==> run_1/layers.png <==
Scale: 6 px per um.
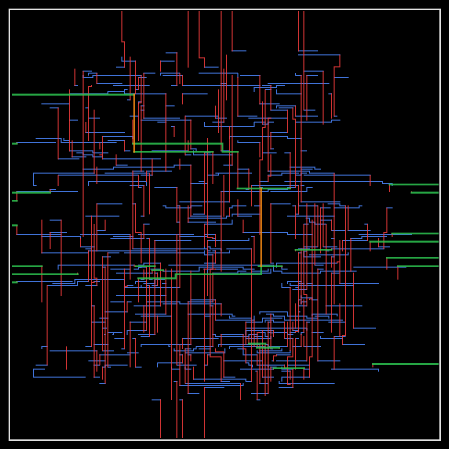
==> run_1/class_map.png <==
Scale: 6 px per um. Fill, decap, tap and diode cells in gray.
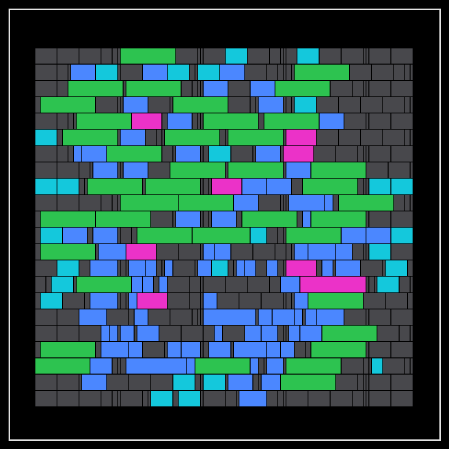
==> run_1/floorplan.png <==
Scale: 6 px per um. Pins as bars on the die edge. Tap cells in gray.
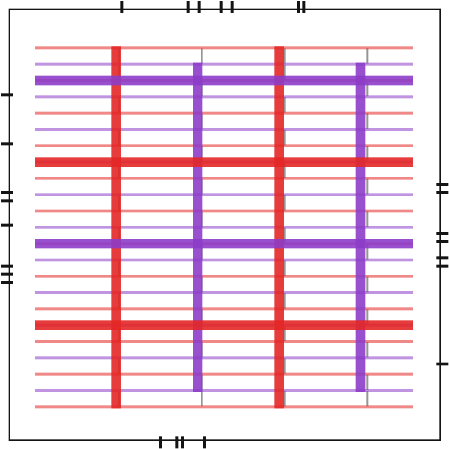
[config.mk]
export PLATFORM = sky130hd
export DESIGN_NAME = adc_serial_rx_flat
export DESIGN_NICKNAME = d
export VERILOG_FILES = /design/src/rtl/adc_pkg.sv /design/src/rtl/adc_serial_rx_if.sv /design/src/rtl/adc_din_sync.sv /design/src/rtl/adc_serial_rx.sv /design/src/flat_wrapper.sv
export SDC_FILE = /design/constraint.sdc
export NUM_CORES = 1
export LEC_CHECK = 0
export CAP_MARGIN = 30
export CORE_MARGIN = 4
export CORE_UTILIZATION = 45
export DETAILED_ROUTE_END_ITERATION = 6
export PLACE_DENSITY = 0.69
export SETUP_SLACK_MARGIN = 0.2
export SYNTH_ARGS = -nofsm -noshare
export SYNTH_HDL_FRONTEND = slang
export SYNTH_HIERARCHICAL = 1
export SYNTH_SLANG_ARGS = --single-unit
[constraint.sdc]
create_clock -name clk_clk -period 3 [get_ports clk_clk]
set_clock_uncertainty 0.1 [all_clocks]
set_input_delay 0.6 -clock clk_clk [delete_from_list [all_inputs] [get_ports clk_clk]]
set_output_delay 0.6 -clock clk_clk [all_outputs]
set_load 0.02 [all_outputs]
[src/rtl/adc_pkg.sv]
// Shared types and frame constants for the serial ADC receiver.
package adc_pkg;

  localparam int unsigned ADC_FRAME_BITS = 16;
  localparam int unsigned ADC_DATA_W     = 12;
  localparam int unsigned ADC_ADDR_FIRST = 2;
  localparam int unsigned ADC_CNT_W      = 5;
  localparam int unsigned ADC_CH_W       = 3;

  typedef enum logic [1:0] {
    IDLE  = 2'd0,
    ARM   = 2'd1,
    SHIFT = 2'd2,
    DONE  = 2'd3
  } adc_state_e;

endpackage

[src/rtl/adc_serial_rx_if.sv]
// ADC pin bundle plus the sample/status outputs toward the audio datapath.
interface adc_serial_rx_if;

  logic                            ADC_CS_N;
  logic                            ADC_SCLK;
  logic                            ADC_DIN;
  logic                            ADC_DOUT;
  logic [adc_pkg::ADC_DATA_W-1:0]  sample;
  logic                            sample_valid;
  logic                            busy;

  modport master (
    output ADC_CS_N, ADC_SCLK, ADC_DIN, sample, sample_valid, busy,
    input  ADC_DOUT
  );

  modport slave (
    input  ADC_CS_N, ADC_SCLK, ADC_DIN, sample, sample_valid, busy,
    output ADC_DOUT
  );

endinterface

[src/rtl/adc_din_sync.sv]
// Two-flop synchroniser bringing ADC_DOUT into the clk_clk domain.
module adc_din_sync (
  input  logic clk_clk,
  input  logic reset_n,
  input  logic d_i,
  output logic q_o
);

  logic s1_q;
  logic s2_q;

  always_ff @(posedge clk_clk or negedge reset_n) begin
    if (!reset_n) begin
      s1_q <= 1'b0;
      s2_q <= 1'b0;
    end else begin
      s1_q <= d_i;
      s2_q <= s1_q;
    end
  end

  assign q_o = s2_q;

endmodule

[src/rtl/adc_serial_rx.sv]
// Serial ADC frame controller: drives CS_N/SCLK/DIN from SCLK edge strobes and captures a sample.
// Define ADC_CONT_EN for back-to-back frames while start stays high.
module adc_serial_rx
  import adc_pkg::*;
(
  input  logic                clk_clk,
  input  logic                reset_n,
  input  logic                PE_SCLK,
  input  logic                NE_SCLK,
  input  logic                start,
  input  logic [ADC_CH_W-1:0] channel,
  adc_serial_rx_if.master     adc
);

  localparam int unsigned DATA_W     = ADC_DATA_W;
  localparam int unsigned CNT_W      = ADC_CNT_W;
  localparam int unsigned ADDR_FIRST = ADC_ADDR_FIRST;
  localparam int unsigned FRAME_BITS = ADC_FRAME_BITS;

  adc_state_e          state_q, state_d;
  logic                cs_n_q, cs_n_d;
  logic                sclk_q, sclk_d;
  logic                din_q, din_d;
  logic [CNT_W-1:0]    bit_cnt_q, bit_cnt_d;
  logic [DATA_W-2:0]   shift_q, shift_d;
  logic [DATA_W-1:0]   sample_q, sample_d;
  logic                valid_q, valid_d;
  logic                busy_q, busy_d;
  logic [ADC_CH_W-1:0] ch_q, ch_d;

  logic       dout_s;
  logic       ne_hit;
  logic       addr_hit;
  logic [1:0] addr_idx;

  adc_din_sync u_din_sync (
    .clk_clk (clk_clk),
    .reset_n (reset_n),
    .d_i     (adc.ADC_DOUT),
    .q_o     (dout_s)
  );

  // NE strobe is active low; it takes priority over a coincident PE.
  assign ne_hit   = ~NE_SCLK;
  assign addr_hit = (bit_cnt_q >= CNT_W'(ADDR_FIRST)) && (bit_cnt_q <= CNT_W'(ADDR_FIRST + 2));
  assign addr_idx = 2'(CNT_W'(ADDR_FIRST + 2) - bit_cnt_q);

  always_ff @(posedge clk_clk or negedge reset_n) begin
    if (!reset_n) begin
      state_q   <= IDLE;
      cs_n_q    <= 1'b1;
      sclk_q    <= 1'b1;
      din_q     <= 1'b0;
      bit_cnt_q <= '0;
      shift_q   <= '0;
      sample_q  <= '0;
      valid_q   <= 1'b0;
      busy_q    <= 1'b0;
      ch_q      <= '0;
    end else begin
      state_q   <= state_d;
      cs_n_q    <= cs_n_d;
      sclk_q    <= sclk_d;
      din_q     <= din_d;
      bit_cnt_q <= bit_cnt_d;
      shift_q   <= shift_d;
      sample_q  <= sample_d;
      valid_q   <= valid_d;
      busy_q    <= busy_d;
      ch_q      <= ch_d;
    end
  end

  always_comb begin
    state_d   = state_q;
    cs_n_d    = cs_n_q;
    sclk_d    = sclk_q;
    din_d     = din_q;
    bit_cnt_d = bit_cnt_q;
    shift_d   = shift_q;
    sample_d  = sample_q;
    valid_d   = 1'b0;
    busy_d    = busy_q;
    ch_d      = ch_q;

    unique case (state_q)
      IDLE: begin
        if (start) begin
          ch_d    = channel;
          busy_d  = 1'b1;
          state_d = ARM;
        end
      end
      ARM: begin
        if (ne_hit) begin
          cs_n_d    = 1'b0;
          sclk_d    = 1'b0;
          bit_cnt_d = '0;
          din_d     = 1'b0;
          state_d   = SHIFT;
        end
      end
      SHIFT: begin
        if (ne_hit) begin
          sclk_d = 1'b0;
          din_d  = addr_hit ? ch_q[addr_idx] : 1'b0;
        end else if (PE_SCLK) begin
          sclk_d  = 1'b1;
          shift_d = {shift_q[DATA_W-3:0], dout_s};
          if (bit_cnt_q == CNT_W'(FRAME_BITS - 1)) begin
            sample_d = {shift_q, dout_s};
            valid_d  = 1'b1;
`ifdef ADC_CONT_EN
            if (start) begin
              bit_cnt_d = '0;
              ch_d      = channel;
            end else begin
              state_d = DONE;
            end
`else
            state_d = DONE;
`endif
          end else begin
            bit_cnt_d = bit_cnt_q + CNT_W'(1);
          end
        end
      end
      DONE: begin
        if (ne_hit) begin
          cs_n_d  = 1'b1;
          busy_d  = 1'b0;
          state_d = IDLE;
        end
      end
      default: state_d = IDLE;
    endcase
  end

  assign adc.ADC_CS_N     = cs_n_q;
  assign adc.ADC_SCLK     = sclk_q;
  assign adc.ADC_DIN      = din_q;
  assign adc.sample       = sample_q;
  assign adc.sample_valid = valid_q;
  assign adc.busy         = busy_q;

endmodule

[src/flat_wrapper.sv]
// flat-port wrapper written by rule: the top's interface ports become plain ports
module adc_serial_rx_flat import adc_pkg::*;
  (clk_clk, reset_n, PE_SCLK, NE_SCLK, start, channel, adc_ADC_CS_N, adc_ADC_SCLK, adc_ADC_DIN, adc_sample, adc_sample_valid, adc_busy, adc_ADC_DOUT);
  adc_serial_rx_if adc_i ();
  input  logic clk_clk;
  input  logic reset_n;
  input  logic PE_SCLK;
  input  logic NE_SCLK;
  input  logic start;
  input  logic [ADC_CH_W-1:0] channel;
  output wire logic [$bits(adc_i.ADC_CS_N)-1:0] adc_ADC_CS_N;
  output wire logic [$bits(adc_i.ADC_SCLK)-1:0] adc_ADC_SCLK;
  output wire logic [$bits(adc_i.ADC_DIN)-1:0] adc_ADC_DIN;
  output wire logic [$bits(adc_i.sample)-1:0] adc_sample;
  output wire logic [$bits(adc_i.sample_valid)-1:0] adc_sample_valid;
  output wire logic [$bits(adc_i.busy)-1:0] adc_busy;
  input wire logic [$bits(adc_i.ADC_DOUT)-1:0] adc_ADC_DOUT;
  assign adc_ADC_CS_N = adc_i.ADC_CS_N;
  assign adc_ADC_SCLK = adc_i.ADC_SCLK;
  assign adc_ADC_DIN = adc_i.ADC_DIN;
  assign adc_sample = adc_i.sample;
  assign adc_sample_valid = adc_i.sample_valid;
  assign adc_busy = adc_i.busy;
  assign adc_i.ADC_DOUT = adc_ADC_DOUT;
  adc_serial_rx u_core (.clk_clk(clk_clk), .reset_n(reset_n), .PE_SCLK(PE_SCLK), .NE_SCLK(NE_SCLK), .start(start), .channel(channel), .adc(adc_i));
endmodule
==> summary.txt, run 1 <==
flow finished, numbers: result of the run finished, final reports clean, Synth mux share 0.1781, DRC 0, part of the Yosys area used for sequential elements 0.5516, clock period minus final worst setup slack 2.227 ns, NetSw 552.4 uW, post-synthesis async set-or-reset flop share 1.000, hold endpoint u_core/u_din_sync/q_o, cell area after synthesis 1819 um2, Post-CTS Repair Setup Buffers 0, biggest area consumer among synthesized cells sky130_fd_sc_hd__dfrtp_1, iteration-0 DRC count of the detailed router 80, fraction of the core area covered by cells at the end of the flow 0.5919, distinct lib cells 40, met2 wire len between 1500 and 2000 um, proportion of power drawn by flip-flops and latches 0.430, synth-to-layout area growth 22.70%, internal power consumption 1242 uW, Setup-failing EPs final 0, Synthesis Warnings 6, required time worst endpoint 3.08 ns, global-route congestion overflow total 0, final number of max-transition violations 0, simple logic cell fraction of the synthesized area 0.08459, ratio of total power to cell area 804.1 nW/um2, CP Max Fanout 12, count of inserted antenna diode cells 0, area of combinational cells with multiple inputs ~750 um2, worst relative slew slack 0.4365, Layout fillers roughly 290, share of layout cells above drive strength 1 0.2901, period utilization 0.7424, RSZ-0062 raised after global routing no, top-area cell type share of the netlist area 0.5227, count of boundary I/O pins 26, post-synth net total 149, Setup crit start NE_SCLK, most congested layer reported by global routing met2, critical path's largest stage delay 0.75 ns, Met3 Routed Length between 150 and 200 um, top area cells in the synthesized netlist sky130_fd_sc_hd__dfrtp_1, sky130_fd_sc_hd__mux2_2, sky130_fd_sc_hd__ha_1, combinational cell fraction of total power 0.307, cell chain of the critical path clkdlybuf4s50_1 > nand2_1 > a2111oi_4 > mux2_2, Compound-Gate Fraction of Synth Area 0.09354, max-capacitance violation count 0, endpoint of the worst register-to-register path u_core/state_q[1], clock tree from TritonCTS done, port buffer count 25
About layers.png:
M3: in green, wire length 191 um. M1: in blue, wire length 1490 um. M2: in red, wire length 1520 um. M4: in orange, wire length 22.4 um.
Total Wirelength: 3231 um
routed wire length per instance: 15.39 um
total routing resource utilization after global routing: 0.1416
Via Count: 1119

About class_map.png:
clock drivers and dummy loads: in magenta, cells 8. sequential cells: in green, cells 40. remaining buffers and delay cells: in cyan, cells 27. remaining logic cells: in blue, cells 87.
placeable core region: 3771 um2
floorplan row count: 22

About floorplan.png:
VSS: in red. VDD: in purple.
4 straps on met4. 26 signal pins sit on the boundary. The core has 22 rows.
maximum ir drop on the vdd rail: 466.6 uV
Die Ht: 71.58 um
Die X: 71.58 um

[run 1: layout make-up]
| cell class | instances | area share |
|---|---|---|
| repair buffers | 27 | 0.1166 |
| clock buffers | 7 | 0.04316 |
| flip-flops and latches | 40 | 0.4496 |
| inverters | 9 | 0.01513 |
| multi-input cells | 78 | 0.3352 |
| clock inverters | 1 | 0.01345 |
| well taps | 48 | 0.02691 |
[run 1: power groups by stage]
stage / sequential (uW) / combinational, uW / clock, uW
finish: 772 / 551 / 472
global route: 793 / 611 / 508
CTS: 774 / 554 / 481
detailed placement: 780 / 550 / 0
global placement: 776 / 524 / 0
floorplan: 775 / 401 / 0
[run 1: flip-flops by register name, indices dropped and copies added (netlist names)]
signal,cells
u_core/adc.sample,12
u_core/shift_q,11
u_core/bit_cnt_q,5
u_core/ch_q,3
u_core/state_q,2
u_core/adc.ADC_CS_N,1
u_core/adc.ADC_DIN,1
u_core/adc.ADC_SCLK,1
u_core/adc.busy,1
u_core/adc.sample_valid,1
u_core/u_din_sync/q_o,1
u_core/u_din_sync/s1_q,1
[run 1: critical path: cells and delay by family]
kind	cells	cell delay, ns
AND/OR/NAND/NOR	1	0.18
AND-OR/OR-AND	1	0.40
buffers and inverters	1	0.75
multiplexers	1	0.37
[run 1: metrics by stage]
stage                     instances  hold WS, ns  cell area, um2
after floorplan                 132       0.2044            1819
after CTS                       210       0.2701            2232
after detailed placement        202       0.2562            2106
final                           210       0.2675            2232
after global routing            210       0.2912            2232
after global placement          202       0.2430            2106
[run 1: cell usage in the layout, fill, tap and decap left out, drive strengths merged, types with 3 or more instances in the layout]
cell type      Yosys  routed
dfrtp             38      38
mux2              27      27
clkdlybuf4s50      0      24
inv                9       9
ha                 8       8
clkbuf             1       7
o21ai              5       5
nand2              3       3
buf                4       3
==> run_1/congestion_map.png <==
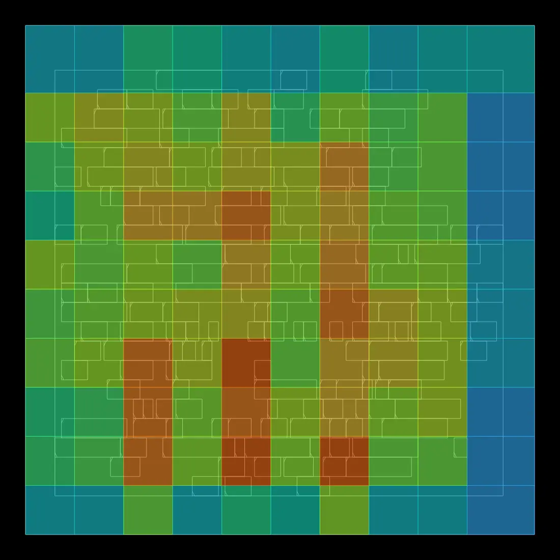

==> run 2: changes to the inputs <==
- clock period: 3 -> 2.1 ns (I/O delays scaled with it)
==> run_2/congestion_map.png <==
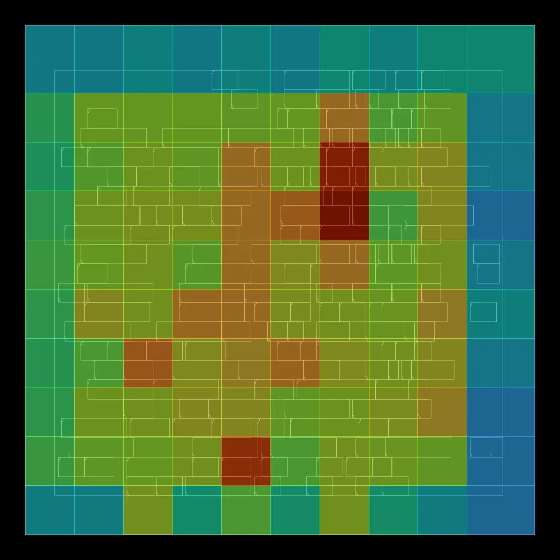
met3 capacity usage during global routing: 0.05610
met2 usage in global routing: 0.2439
total routing resource utilization after global routing: 0.1488
most congested layer reported by global routing: met2

==> run_2/class_map.png <==
Scale: 6 px per um. Fill, decap, tap and diode cells in gray.
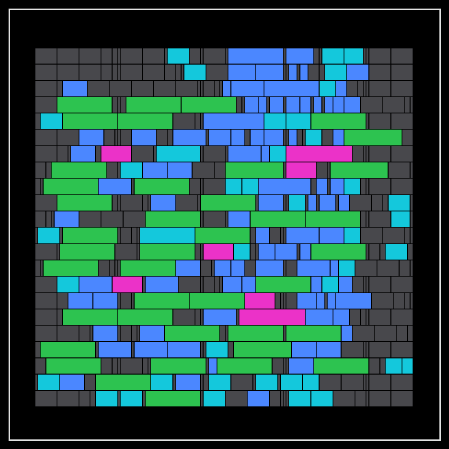
sequential cells: in green, cells 40. clock drivers and dummy loads: in magenta, cells 7. remaining buffers and delay cells: in cyan, cells 41. remaining logic cells: in blue, cells 87.
finished layout cell area: 2447 um2
fraction of the core area covered by cells at the end of the flow: 0.6490
sequential share of cell area: 0.4110

==> run 2 against run 1 <==
Compared with the run above:
- clock-buffer cell count fell by 2
- critical endpoint is now u_core/adc.sample[9]
- sequential share of layout area shrank 3.9 points
- combinational power rose by 68%
- worst setup slack got worse by 0.60 ns
- cell count rose by 6.2%
- clock power rose by 52%
- die area unchanged
==> summary.txt, run 2 <==
flow finished, numbers: critical path's largest stage delay 0.43 ns (-0.32 ns), net count of the finished layout 192, number of buffers inserted for hold repair after clock tree synthesis 0, Die X 71.58 um (unchanged), clock tree from TritonCTS done, Setup-failing EPs final 0 (unchanged), port buffer count 25 (unchanged), initial antenna violation count 0, part of the Yosys area used for sequential elements 0.5516 (unchanged), share of layout cells above drive strength 1 0.3886 (+0.09845), maximum ir drop on the vdd rail 574.8 uV (+23%), Placement Cell Area 2183 um2 (+3.7%), period utilization 0.9173, ratio of total power to cell area 1120 nW/um2 (+39%), routed wire length per instance 16.25 um (+5.6%), CTS root buf sky130_fd_sc_hd__clkbuf_8, flip-flop count of the largest register after layout 12 (unchanged), global-route congestion overflow total 0 (unchanged), timing-limited maximum frequency just over 500 MHz, CP Max Fanout 8 (-4), post-synth net total 149 (unchanged), worst path bufs/invs 2 (+1), transition time at the pin with the least slew margin 0.4902 ns, post-synthesis async set-or-reset flop share 1.000 (unchanged), most frequently placed logic cell in the final layout sky130_fd_sc_hd__dfrtp_1, endpoint of the worst register-to-register path u_core/adc.sample[9], required time worst endpoint 2.18 ns (-0.90 ns), DRC 0 (unchanged), distinct lib cells 40 (unchanged), iteration-0 DRC count of the detailed router 86 (+7.5%), Register-to-Register Setup Slack between 0.15 and 0.2 ns, placeable core region 3771 um2 (unchanged), top-area cell type share of the netlist area 0.5227 (unchanged), count of inserted antenna diode cells 0 (unchanged), worst reg2reg path startpoint u_core/bit_cnt_q[1], Longest Clk Path Bufs 2, number of sinks on the clock net 40, number of CTS-inserted buffers 5, floorplan row count 22 (unchanged), Worst path top cell family by delay flip-flops, synth-to-layout area growth 34.53%, clock period minus final worst setup slack 1.926 ns, cell area after synthesis 1819 um2 (unchanged), max-capacitance violation count 0 (unchanged), cell chain of the critical path ha_2 > and3_4 > ha_4 > nand4_1 > buf_6 > clkbuf_16 > mux2_2, top library cells by usage in the layout, fill and taps aside sky130_fd_sc_hd__dfrtp_1, sky130_fd_sc_hd__clkdlybuf4s50_1, sky130_fd_sc_hd__mux2_2, result of the run finished, final reports clean, Die Ht 71.58 um (unchanged), Max stage delay cell, worst path sky130_fd_sc_hd__dfrtp_1, data arrival time of the worst path ~2 ns, count of boundary I/O pins 26 (unchanged), primary flip-flop cell chosen by synthesis mapping sky130_fd_sc_hd__dfrtp_1, Synthesis Warnings 6 (unchanged), top area cells in the synthesized netlist sky130_fd_sc_hd__dfrtp_1, sky130_fd_sc_hd__mux2_2, sky130_fd_sc_hd__ha_1, total placed cells including tap cells 207 (+2.5%), number of cell instances after yosys synthesis 132, Via Count 1212 (+8.3%), final number of max-transition violations 0 (unchanged), worst relative slew slack 0.6732 (+0.2367), final instance count without filler cells 223 (+6.2%), Total Wirelength 3623 um (+12%), biggest area consumer among synthesized cells sky130_fd_sc_hd__dfrtp_1, number of synthesized flops with an enable pin 0, worst hold slack 0.07870 ns (-0.1888 ns), RSZ-0062 raised after global routing yes
==> run 2: power breakdown <==
group          total (uW)  internal [uW]  switching, uW
logic                 927            492            436
clock network         717            468            250
registers            1100            959            138
total                2740           1920            823
==> run 2: cell type report <==
cell class	instances	area (um2)
repair buffers	41	396.6
fillers	263	1324
inverters	9	33.78
clock inverters	2	60.06
well taps	48	60.06
flip-flops and latches	40	1006
clock buffers	5	68.82
multi-input cells	78	822.0
==> run 2: repair_timing <==
item,CTS,global route
pin swaps,0,3
gates cloned,0,1
resized,5,11
buffers inserted,1,7
endpoints found under the setup margin,31,16
==> run 2: cell families after synthesis <==
| family | count (synthesis) | share of synthesized area |
|---|---|---|
| buffers and inverters | 14 | 0.03714 |
| AOI/OAI and AO/OA | 20 | 0.09354 |
| DFF | 40 | 0.5516 |
| and+or+nand+nor | 21 | 0.08460 |
| adders and majority gates | 8 | 0.05502 |
| muxes | 29 | 0.1781 |
==> run 2: how the worst max path moves through the flow <==
| stage | from | cells after the start | endpoint |
|---|---|---|---|
| 6_report | u_core/bit_cnt_q[1] | 7 | u_core/adc.sample[9] |
| 5_1_grt | u_core/bit_cnt_q[1] | 7 | u_core/adc.sample[10] |
| 4_1_cts | u_core/bit_cnt_q[0] | 6 | u_core/adc.sample[0] |
| 3_5_place_dp | NE_SCLK | 5 | u_core/bit_cnt_q[3] |
| 3_3_place_gp | NE_SCLK | 5 | u_core/adc.sample[10] |
| 2_1_floorplan | u_core/bit_cnt_q[0] | 7 | u_core/adc.sample[0] |
==> run 2: metal layers <==
layer | part of all wire | GRT usage | vias up
li1 | - | - | 560
met1 | 0.44 | 0.1803 | 617
met2 | 0.51 | 0.2439 | 31
met3 | 0.042 | 0.05610 | 4
met4 | 0.011 | 0.05010 | 0
met5 | 0 | 0 | -
Power figures rest on the tool's default switching activity, not on a simulated workload.
